`src/rtl/pong_engine.sv`:
```
// Game-state core for VGA Pong: ball and paddle motion, collisions, scoring
// and the match FSM. Everything advances once per video frame and leaves the
// module as registered object coordinates and scores for the renderer.
module pong_engine #(
    parameter int SCREEN_WIDTH    = 640,
    parameter int SCREEN_HEIGHT   = 480,
    parameter int PADDLE_OFFSET   = 20,
    parameter int PADDLE_WIDTH    = 10,
    parameter int PADDLE_HEIGHT   = 100,
    parameter int PADDLE_SPEED    = 4,
    parameter int BALL_SIZE       = 7,
    parameter int BALL_SPEED_INIT = 3,
    parameter int BALL_SPEED_MAX  = 7,
    parameter int WIN_SCORE       = 9,
    parameter int SERVE_FRAMES    = 60
) (
    input  logic       clock_25M,
    input  logic       reset_n,
    input  logic       frame,
    input  logic       start,
    input  logic       btn_left_up,
    input  logic       btn_left_down,
    input  logic       btn_right_up,
    input  logic       btn_right_down,
    output logic [9:0] ball_x,
    output logic [9:0] ball_y,
    output logic [9:0] pad_left_y,
    output logic [9:0] pad_right_y,
    output logic [3:0] score_left,
    output logic [3:0] score_right,
    output logic [1:0] state,
    output logic       winner
);

    typedef enum logic [1:0] {
        ST_IDLE  = 2'd0,
        ST_SERVE = 2'd1,
        ST_PLAY  = 2'd2,
        ST_OVER  = 2'd3
    } state_t;

    // Geometry in 11-bit signed so that "next position" may go negative.
    localparam logic signed [10:0] BALL_X0_C     = 11'((SCREEN_WIDTH - BALL_SIZE) / 2);
    localparam logic signed [10:0] BALL_Y0_C     = 11'((SCREEN_HEIGHT - BALL_SIZE) / 2);
    localparam logic signed [10:0] PAD_Y0_C      = 11'((SCREEN_HEIGHT - PADDLE_HEIGHT) / 2);
    localparam logic signed [10:0] PAD_Y_MAX_C   = 11'(SCREEN_HEIGHT - PADDLE_HEIGHT);
    localparam logic signed [10:0] BALL_X_MAX_C  = 11'(SCREEN_WIDTH - BALL_SIZE);
    localparam logic signed [10:0] BALL_Y_MAX_C  = 11'(SCREEN_HEIGHT - BALL_SIZE);
    localparam logic signed [10:0] L_OUTER_C     = 11'(PADDLE_OFFSET);
    localparam logic signed [10:0] L_FACE_C      = 11'(PADDLE_OFFSET + PADDLE_WIDTH);
    localparam logic signed [10:0] R_OUTER_C     = 11'(SCREEN_WIDTH - PADDLE_OFFSET);
    localparam logic signed [10:0] R_FACE_C      = 11'(SCREEN_WIDTH - PADDLE_OFFSET - PADDLE_WIDTH);
    localparam logic signed [10:0] R_HIT_X_C     = 11'(SCREEN_WIDTH - PADDLE_OFFSET - PADDLE_WIDTH - BALL_SIZE);
    localparam logic signed [10:0] PAD_SPEED_C   = 11'(PADDLE_SPEED);
    localparam logic signed [10:0] PAD_H_C       = 11'(PADDLE_HEIGHT);
    localparam logic signed [10:0] BALL_SZ_C     = 11'(BALL_SIZE);
    localparam logic [3:0]         SPEED_INIT_C  = 4'(BALL_SPEED_INIT);
    localparam logic [3:0]         SPEED_MAX_C   = 4'(BALL_SPEED_MAX);
    localparam logic [3:0]         WIN_C         = 4'(WIN_SCORE);
    localparam logic [7:0]         SERVE_LAST_C  = 8'(SERVE_FRAMES - 1);

    state_t     state_r;
    logic [9:0] ball_x_r, ball_y_r, pad_left_r, pad_right_r;
    logic [3:0] score_left_r, score_right_r, speed_r;
    logic [7:0] serve_cnt_r;
    logic       winner_r, dx_r, dy_r;   // dx_r: 1 = right, dy_r: 1 = down

    logic signed [10:0] bx_s, by_s, spd_s, nx_s, ny_s, pl_s, pr_s;
    logic               v_left_s, v_right_s, hit_left_s, hit_right_s;
    logic [9:0]         pad_left_nxt_s, pad_right_nxt_s;
    logic [3:0]         speed_up_s;

    // One paddle step with clamping to the playfield; both buttons cancel.
    function automatic logic [9:0] paddle_step(input logic [9:0] y, input logic up, input logic dn);
        logic signed [10:0] cur, dec, inc, res;
        cur = $signed({1'b0, y});
        dec = cur - PAD_SPEED_C;
        inc = cur + PAD_SPEED_C;
        if (up && !dn) begin
            res = (dec < 11'sd0) ? 11'sd0 : dec;
        end else if (dn && !up) begin
            res = (inc > PAD_Y_MAX_C) ? PAD_Y_MAX_C : inc;
        end else begin
            res = cur;
        end
        return res[9:0];
    endfunction

    // Candidate ball position, collision tests and candidate paddle positions.
    always_comb begin
        bx_s  = $signed({1'b0, ball_x_r});
        by_s  = $signed({1'b0, ball_y_r});
        pl_s  = $signed({1'b0, pad_left_r});
        pr_s  = $signed({1'b0, pad_right_r});
        spd_s = $signed({7'd0, speed_r});
        if (dx_r) begin
            nx_s = bx_s + spd_s;
        end else begin
            nx_s = bx_s - spd_s;
        end
        if (dy_r) begin
            ny_s = by_s + spd_s;
        end else begin
            ny_s = by_s - spd_s;
        end
        // Vertical overlap uses the paddles as they were before this frame.
        v_left_s    = (by_s + BALL_SZ_C > pl_s) && (by_s < pl_s + PAD_H_C);
        v_right_s   = (by_s + BALL_SZ_C > pr_s) && (by_s < pr_s + PAD_H_C);
        hit_left_s  = !dx_r && (nx_s <= L_FACE_C) && (nx_s + BALL_SZ_C > L_OUTER_C) && v_left_s;
        hit_right_s = dx_r && (nx_s + BALL_SZ_C >= R_FACE_C) && (nx_s < R_OUTER_C) && v_right_s;
        speed_up_s  = (speed_r >= SPEED_MAX_C) ? SPEED_MAX_C : speed_r + 4'd1;
        pad_left_nxt_s  = paddle_step(pad_left_r, btn_left_up, btn_left_down);
        pad_right_nxt_s = paddle_step(pad_right_r, btn_right_up, btn_right_down);
    end

    // Match FSM together with all per-frame game state.
    always_ff @(posedge clock_25M or negedge reset_n) begin
        if (!reset_n) begin
            state_r       <= ST_IDLE;
            ball_x_r      <= BALL_X0_C[9:0];
            ball_y_r      <= BALL_Y0_C[9:0];
            pad_left_r    <= PAD_Y0_C[9:0];
            pad_right_r   <= PAD_Y0_C[9:0];
            score_left_r  <= 4'd0;
            score_right_r <= 4'd0;
            speed_r       <= SPEED_INIT_C;
            serve_cnt_r   <= 8'd0;
            winner_r      <= 1'b0;
            dx_r          <= 1'b1;
            dy_r          <= 1'b0;
        end else begin
            case (state_r)
                ST_IDLE, ST_OVER: begin
                    // Start is a level and is honoured on any cycle here.
                    if (start) begin
                        state_r       <= ST_SERVE;
                        score_left_r  <= 4'd0;
                        score_right_r <= 4'd0;
                        ball_x_r      <= BALL_X0_C[9:0];
                        ball_y_r      <= BALL_Y0_C[9:0];
                        serve_cnt_r   <= 8'd0;
                    end
                end
                ST_SERVE: begin
                    if (frame) begin
                        pad_left_r  <= pad_left_nxt_s;
                        pad_right_r <= pad_right_nxt_s;
                        if (serve_cnt_r == SERVE_LAST_C) begin
                            state_r     <= ST_PLAY;
                            serve_cnt_r <= 8'd0;
                        end else begin
                            serve_cnt_r <= serve_cnt_r + 8'd1;
                        end
                    end
                end
                ST_PLAY: begin
                    if (frame) begin
                        pad_left_r  <= pad_left_nxt_s;
                        pad_right_r <= pad_right_nxt_s;
                        if (ny_s <= 11'sd0) begin
                            ball_y_r <= 10'd0;
                            dy_r     <= 1'b1;
                        end else if (ny_s >= BALL_Y_MAX_C) begin
                            ball_y_r <= BALL_Y_MAX_C[9:0];
                            dy_r     <= 1'b0;
                        end else begin
                            ball_y_r <= ny_s[9:0];
                        end
                        // A point overrides the vertical update: re-centre, keep dy.
                        if (hit_left_s) begin
                            ball_x_r <= L_FACE_C[9:0];
                            dx_r     <= 1'b1;
                            speed_r  <= speed_up_s;
                        end else if (hit_right_s) begin
                            ball_x_r <= R_HIT_X_C[9:0];
                            dx_r     <= 1'b0;
                            speed_r  <= speed_up_s;
                        end else if (nx_s < 11'sd0) begin
                            score_right_r <= score_right_r + 4'd1;
                            ball_x_r      <= BALL_X0_C[9:0];
                            ball_y_r      <= BALL_Y0_C[9:0];
                            dy_r          <= dy_r;
                            speed_r       <= SPEED_INIT_C;
                            dx_r          <= 1'b0;
                            if (score_right_r + 4'd1 == WIN_C) begin
                                state_r  <= ST_OVER;
                                winner_r <= 1'b1;
                            end else begin
                                state_r  <= ST_SERVE;
                            end
                        end else if (nx_s > BALL_X_MAX_C) begin
                            score_left_r <= score_left_r + 4'd1;
                            ball_x_r     <= BALL_X0_C[9:0];
                            ball_y_r     <= BALL_Y0_C[9:0];
                            dy_r         <= dy_r;
                            speed_r      <= SPEED_INIT_C;
                            dx_r         <= 1'b1;
                            if (score_left_r + 4'd1 == WIN_C) begin
                                state_r  <= ST_OVER;
                                winner_r <= 1'b0;
                            end else begin
                                state_r  <= ST_SERVE;
                            end
                        end else begin
                            ball_x_r <= nx_s[9:0];
                        end
                    end
                end
                default: begin
                    state_r <= ST_IDLE;
                end
            endcase
        end
    end

    assign ball_x      = ball_x_r;
    assign ball_y      = ball_y_r;
    assign pad_left_y  = pad_left_r;
    assign pad_right_y = pad_right_r;
    assign score_left  = score_left_r;
    assign score_right = score_right_r;
    assign state       = state_r;
    assign winner      = winner_r;

endmodule

```
`config.mk`:
```
export PLATFORM = sky130hd
export DESIGN_NAME = pong_engine
export DESIGN_NICKNAME = d
export VERILOG_FILES = /design/src/rtl/pong_engine.sv
export SDC_FILE = /design/constraint.sdc
export NUM_CORES = 1
export LEC_CHECK = 0
export ABC_AREA = 1
export CORE_MARGIN = 2
export CORE_UTILIZATION = 40
export CTS_CLUSTER_DIAMETER = 50
export DETAILED_ROUTE_END_ITERATION = 6
export SKIP_LAST_GASP = 1
export SYNTH_ARGS = -nofsm -noshare
export SYNTH_HDL_FRONTEND = slang
export SYNTH_SLANG_ARGS = --single-unit
```
`constraint.sdc`:
```
create_clock -name clock_25M -period 5.8 [get_ports clock_25M]
set_input_delay 1.16 -clock clock_25M [delete_from_list [all_inputs] [get_ports clock_25M]]
set_output_delay 1.16 -clock clock_25M [all_outputs]
set_load 0.01 [all_outputs]
```
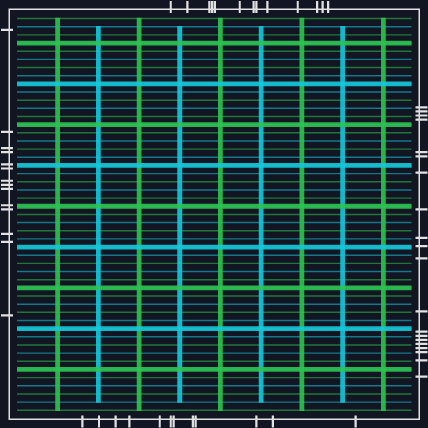
(run_1/floorplan.png)
(3 px per um) Pins as bars on the die edge.
Cyan shows VDD. Green shows VSS.
49 met1 rails follow the rows. 9 straps on met5. The core has 48 rows. 9 straps on met4.

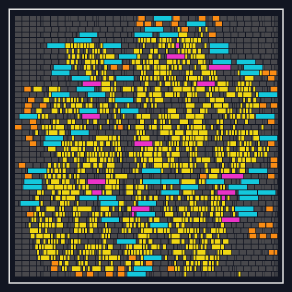
(run_1/class_map.png)
(2 px per um) Fill, decap, tap and diode cells in gray.
Yellow shows remaining logic cells, cells 959. Orange shows remaining buffers and delay cells, cells 58. Cyan shows sequential cells, cells 63. Magenta shows clock drivers and dummy loads, cells 15.

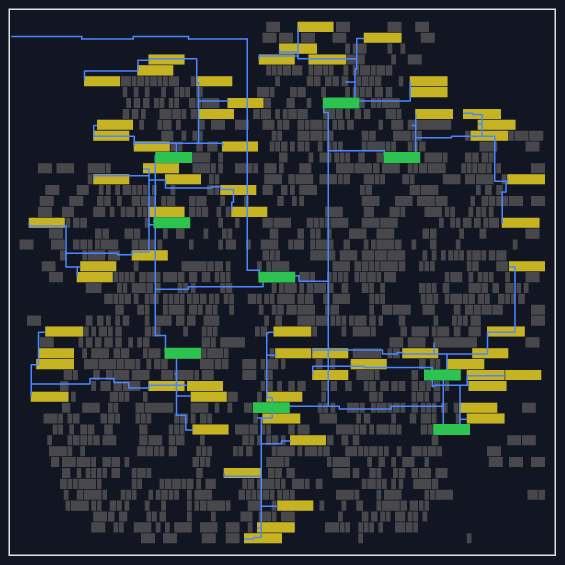
(run_1/clock_wires.png)
(4 px per um)
Blue shows clock wires, length 1100 um. Yellow shows flip-flops, count 63. Green shows clock-net drivers, count 9.
Position of the flops: widely spread.

==> flow_metrics.env, run 1 <==
# yosys + openroad results
export IMPL_path_class="register to register"
export IMPL_ys_top_logic_family="simple AND/OR/NAND/NOR gates"
export IMPL_ys_sh_simple=0.338
export IMPL_cts_setup_buffers=0
export IMPL_dieWidth_um=136
export IMPL_grt_util_met1=0.284
export IMPL_clk_pin_slew_worst_paths_ns=0.05
export IMPL_fin_crit_sh=0.680
export IMPL_route_met3_wl_um=814
export IMPL_crit_end="dy_r"
export IMPL_largest_cell_class="logic gates"
export IMPL_cpMostUsedCell="inv_1"
export IMPL_finalMaxSlewViolations=0
export IMPL_drive_gt1_frac=0.0977
export IMPL_cp_startpoint="speed_r[0]"
export IMPL_postRouteAntennaNets=0
export IMPL_tns_ns=0
export IMPL_rows=48
export IMPL_hold_class="register to register"
export IMPL_hold_buffers=0
export IMPL_seq_area_um2=1610
export IMPL_path_buffers=5
export IMPL_outcome="finished, final reports clean"
export IMPL_place_inst=1305
export IMPL_clock_fmax_mhz=254
export IMPL_met1_length_mm=8.99
export IMPL_grt_use_met3=0.0328
export IMPL_maxCapViolCount=0
export IMPL_routed_wl_met2_mm=8.79
export IMPL_fa_ha_area_frac=0.151
export IMPL_clockBufferDepth=2
export IMPL_track_usage=0.215
export IMPL_antenna_found_initial=0
export IMPL_clock_sinks=63
export IMPL_design_area_um2=8080
export IMPL_synth_avg_cell_area_um2=6.75
export IMPL_regToRegEndpoint="dy_r"
export IMPL_post_layout_nonfiller_instances=1320
export IMPL_cts_resized=0
export IMPL_yosys_top_cells_count="nand2_1, inv_1, nor2_1, ha_1, nand3_1"
export IMPL_netlist_area_um2=6980
export IMPL_synth_cell_types=50
export IMPL_vias_per_cell=5.10
export IMPL_max_slew_margin_rel=0.449
export IMPL_worst_slack_ns=1.86
export IMPL_crit_path_top_delay_cell="fa_1"
export IMPL_pre_cts_slack_ns=1.90
export IMPL_wl_mm=18.9
export IMPL_cp_depth=21
export IMPL_firstDrtPassIters=5
export IMPL_inv_count=155
export IMPL_yosysWarnings=0
export IMPL_n_clock_buffer=11
export IMPL_io_buffer_count=56
export IMPL_worstPathArrival_ns=4.17
export IMPL_hold_end="ball_x[2]"
export IMPL_ys_seq_frac=0.230
export IMPL_synthFlopType="dfrtp_1"
export IMPL_die_y_um=136
export IMPL_critPathTopFamily="simple AND/OR/NAND/NOR gates"
export IMPL_comb_share=0.585
export IMPL_yosysCellCount=1035
export IMPL_num_io_pins=59
export IMPL_area_delta_synth_final_pct=15.6
export IMPL_grtUsageMet2=0.361
export IMPL_layout_top_cells="nand2_1, inv_1, nor2_1"
export IMPL_skew_ns=0.00791
export IMPL_synth_edff_count=0
export IMPL_logic_gates=804
export IMPL_fin_crit_ns=3.94
export IMPL_busiest_layer="met2"
export IMPL_fp_util=0.407
export IMPL_yosys_area_top_type="ha_1"
export IMPL_crit_path_cell_trace="inv_1 > ha_1 > inv_1 > o21ai_0 > fa_1 > inv_1 > ha_1 > nand2_4 > nand3_2 > nor2_4 > nand3_2 > nor2_2 > nand2_1 > nand2_1 > nand2_2 > clkinv_2 > nand3_4 > nand3_4 > inv_1 > o21ai_0 > nand2_1"
export IMPL_ys_sh_xor=0.0477
export IMPL_grt_max_degree=64
export IMPL_path_max_fanout=16
export IMPL_seq_share=0.199
export IMPL_placed_area_um2=7760
export IMPL_hold_depth=2
export IMPL_drc_errors=0
export IMPL_topCellsByArea="ha_1, dfrtp_1, nand2_1"
export IMPL_ys_area_um2=6980
export IMPL_insertion_delay_ns=0.34
export IMPL_r2r_slack_ns=1.86
export IMPL_htreeDepth=3
==> run_1/placed.png <==
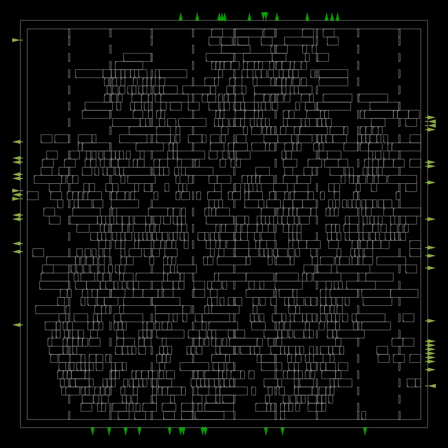

==> run 2: changes to the inputs <==
==> constraint.sdc (replaced) <==
create_clock -name clock_25M -period 3.25 [get_ports clock_25M]
set_input_delay 0.65 -clock clock_25M [delete_from_list [all_inputs] [get_ports clock_25M]]
set_output_delay 0.65 -clock clock_25M [all_outputs]
set_load 0.01 [all_outputs]
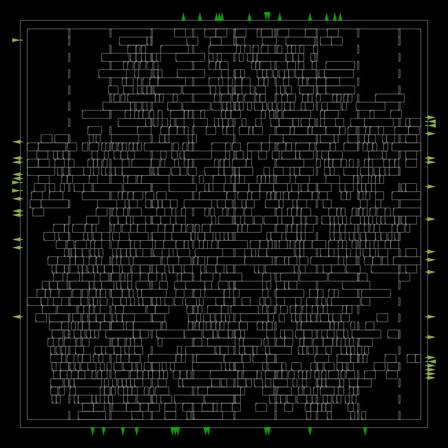
(run_2/placed.png)
core area: 17200 um2
num sequential: 63
Seq area share: 0.168

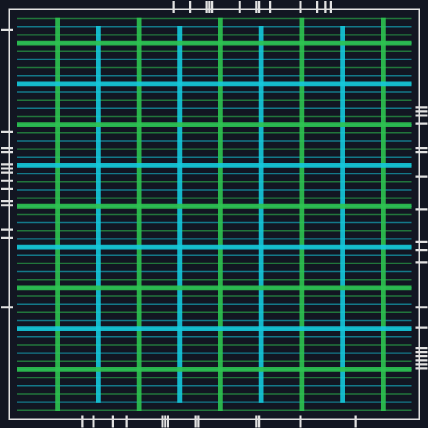
(run_2/floorplan.png)
(3 px per um) Pins as bars on the die edge.
Die X: 136 um
Die Ht: 136 um

==> run 2 against run 1 <==
The flow now finishes with violations (negative setup slack). Flip-flop count stayed put. Core utilization increased by 8.6 points. Register-to-register slack worse by 1.9 ns. Die area unchanged. Area after synthesis is the same. Non-clock buffer count increased by 131. Setup slack worse by 1.9 ns. Count of clock-buffer cells in the layout decreased by 1. Largest cell class unchanged.
==> flow_metrics.env, run 2 <==
# yosys + openroad results
export IMPL_inv_count=155
export IMPL_fa_ha_area_frac=0.151
export IMPL_clk_pin_slew_worst_paths_ns=0.06
export IMPL_num_io_pins=59
export IMPL_max_slew_margin_rel=0.436
export IMPL_synth_avg_cell_area_um2=6.75
export IMPL_worst_slack_ns=-0.0716
export IMPL_synthFlopType="dfrtp_1"
export IMPL_vias_per_cell=5.07
export IMPL_routed_wl_met2_mm=9.92
export IMPL_maxCapViolCount=0
export IMPL_n_clock_buffer=10
export IMPL_design_area_um2=9550
export IMPL_path_max_fanout=11
export IMPL_firstDrtPassIters=5
export IMPL_synth_cell_types=50
export IMPL_yosysCellCount=1035
export IMPL_hold_buffers=0
export IMPL_ys_area_um2=6980
export IMPL_cp_depth=18
export IMPL_fin_crit_sh=1.02
export IMPL_ys_seq_frac=0.230
export IMPL_wl_mm=20.9
export IMPL_yosysWarnings=0
export IMPL_critPathTopFamily="simple AND/OR/NAND/NOR gates"
export IMPL_track_usage=0.231
export IMPL_r2r_slack_ns=-0.07
export IMPL_crit_end="ball_y[8]"
export IMPL_crit_path_top_delay_cell="dfstp_2"
export IMPL_insertion_delay_ns=0.35
export IMPL_grtUsageMet2=0.386
export IMPL_ys_sh_xor=0.0477
export IMPL_path_buffers=4
export IMPL_largest_cell_class="logic gates"
export IMPL_regToRegEndpoint="ball_y[8]"
export IMPL_path_class="register to register"
export IMPL_postRouteAntennaNets=0
export IMPL_clock_fmax_mhz=301
export IMPL_cp_startpoint="speed_r[1]"
export IMPL_yosys_area_top_type="ha_1"
export IMPL_ys_top_logic_family="simple AND/OR/NAND/NOR gates"
export IMPL_area_delta_synth_final_pct=36.7
export IMPL_logic_gates=804
export IMPL_post_layout_nonfiller_instances=1452
export IMPL_clock_sinks=63
export IMPL_skew_ns=0.0116
export IMPL_grt_max_degree=64
export IMPL_netlist_area_um2=6980
export IMPL_drc_errors=0
export IMPL_grt_use_met3=0.0306
export IMPL_io_buffer_count=56
export IMPL_antenna_found_initial=0
export IMPL_route_met3_wl_um=776
export IMPL_yosys_top_cells_count="nand2_1, inv_1, nor2_1, ha_1, nand3_1"
export IMPL_crit_path_cell_trace="inv_2 > ha_4 > inv_4 > o21ai_4 > fa_2 > buf_6 > nor2_4 > nand2_2 > nand3b_1 > a21oi_2 > o21ai_2 > nor2_2 > nand3_4 > nand2_4 > nand3_4 > buf_12 > nand3_1 > o21ai_1"
export IMPL_setup_viol=30
export IMPL_comb_share=0.540
export IMPL_layout_top_cells="nand2_1, inv_1, buf_4"
export IMPL_fin_crit_ns=3.32
export IMPL_placed_area_um2=8660
export IMPL_violations="negative setup slack"
export IMPL_drive_gt1_frac=0.257
export IMPL_tns_ns=-0.998
export IMPL_met1_length_mm=9.80
export IMPL_cts_setup_buffers=11
export IMPL_synth_edff_count=0
export IMPL_outcome="finished with violations"
export IMPL_cts_resized=62
export IMPL_busiest_layer="met2"
export IMPL_clockBufferDepth=2
export IMPL_seq_area_um2=1610
export IMPL_place_inst=1418
==> run 3: changes to the inputs <==
--- a/config.mk
+++ b/config.mk
@@ -8,7 +8,7 @@
 export ABC_AREA = 1
 export CORE_MARGIN = 2
 export CORE_UTILIZATION = 40
-export CTS_CLUSTER_DIAMETER = 50
+export CTS_CLUSTER_DIAMETER = 40
 export DETAILED_ROUTE_END_ITERATION = 6
 export SKIP_LAST_GASP = 1
 export SYNTH_ARGS = -nofsm -noshare
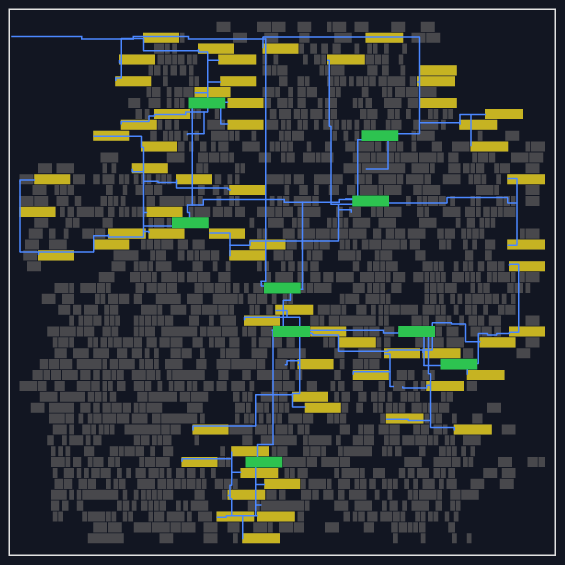
(run_3/clock_wires.png)
(4 px per um)
Green shows clock-net drivers, count 9. Blue shows clock wires, length 1200 um. Yellow shows flip-flops, count 63.
There are 10 routed clock nets. Position of the flops: widely spread.

==> run 3 against run 2 <==
The run still ends with negative setup slack left. Global-route usage did not move. Worst hold slack is the same. Setup slack stayed put. Cell area stayed put. Non-clock buffer count stayed put. Clock skew did not move. First-iteration DRC count unchanged. Area after synthesis stayed put. Flip-flop count unchanged. Critical path depth stayed put. Synthesized cell count did not move.
==> flow_metrics.env, run 3 <==
# yosys + openroad results
export IMPL_path_buffers=4
export IMPL_synthFlopType="dfrtp_1"
export IMPL_seq_area_um2=1610
export IMPL_rows=48
export IMPL_n_clock_buffer=10
export IMPL_ff_count=63
export IMPL_clockBufferDepth=2
export IMPL_place_inst=1418
export IMPL_inv_count=155
export IMPL_yosys_area_top_type="ha_1"
export IMPL_r2r_slack_ns=-0.07
export IMPL_maxCapViolCount=0
export IMPL_yosysWarnings=0
export IMPL_io_buffer_count=56
export IMPL_cpMostUsedCell="nand3_4"
export IMPL_crit_path_top_delay_cell="dfstp_2"
export IMPL_wl_mm=20.9
export IMPL_worst_slack_ns=-0.0716
export IMPL_post_layout_nonfiller_instances=1452
export IMPL_cp_depth=18
export IMPL_antenna_found_initial=0
export IMPL_crit_path_cell_trace="inv_2 > ha_4 > inv_4 > o21ai_4 > fa_2 > buf_6 > nor2_4 > nand2_2 > nand3b_1 > a21oi_2 > o21ai_2 > nor2_2 > nand3_4 > nand2_4 > nand3_4 > buf_12 > nand3_1 > o21ai_1"
export IMPL_netlist_area_um2=6980
export IMPL_skew_ns=0.0116
export IMPL_critPathTopFamily="simple AND/OR/NAND/NOR gates"
export IMPL_pre_cts_slack_ns=-0.229
export IMPL_regToRegEndpoint="ball_y[8]"
export IMPL_violations="negative setup slack"
export IMPL_setup_viol=30
export IMPL_postRouteAntennaNets=0
export IMPL_topCellsByArea="ha_1, dfrtp_1, nand2_1"
export IMPL_outcome="finished with violations"
export IMPL_hold_buffers=0
export IMPL_route_met3_wl_um=776
export IMPL_hold_class="input port to async pin"
export IMPL_ys_sh_simple=0.338
export IMPL_clock_fmax_mhz=301
export IMPL_area_delta_synth_final_pct=36.7
export IMPL_die_y_um=136
export IMPL_tns_ns=-0.998
export IMPL_cp_startpoint="speed_r[1]"
export IMPL_crit_end="ball_y[8]"
export IMPL_routed_wl_met2_mm=9.92
export IMPL_busiest_layer="met2"
export IMPL_synth_edff_count=0
export IMPL_ys_sh_xor=0.0477
export IMPL_max_slew_margin_rel=0.436
export IMPL_synth_avg_cell_area_um2=6.75
export IMPL_layout_top_cells="nand2_1, inv_1, buf_4"
export IMPL_fp_util=0.407
export IMPL_yosysCellCount=1035
export IMPL_placed_area_um2=8660
export IMPL_worstPathArrival_ns=3.54
export IMPL_clk_pin_slew_worst_paths_ns=0.06
export IMPL_cts_setup_buffers=11
export IMPL_drive_gt1_frac=0.257
export IMPL_grt_util_met1=0.310
export IMPL_fin_crit_sh=1.02
export IMPL_ys_area_um2=6980
export IMPL_dieWidth_um=136
export IMPL_vias_per_cell=5.07
export IMPL_ys_seq_frac=0.230
export IMPL_grt_use_met3=0.0306
export IMPL_fin_crit_ns=3.32
export IMPL_htreeDepth=3
export IMPL_comb_share=0.540
export IMPL_firstDrtPassIters=5
export IMPL_drc_errors=0
export IMPL_clock_sinks=63
export IMPL_fa_ha_area_frac=0.151
export IMPL_yosys_top_cells_count="nand2_1, inv_1, nor2_1, ha_1, nand3_1"
export IMPL_insertion_delay_ns=0.35
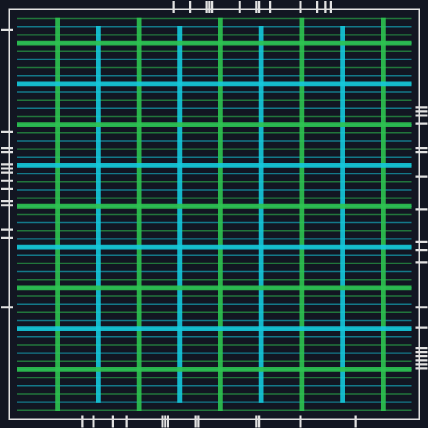
(run_3/floorplan.png)
(3 px per um) Pins as bars on the die edge.
Green shows VSS. Cyan shows VDD.
9 straps on met4. 49 met1 rails follow the rows.

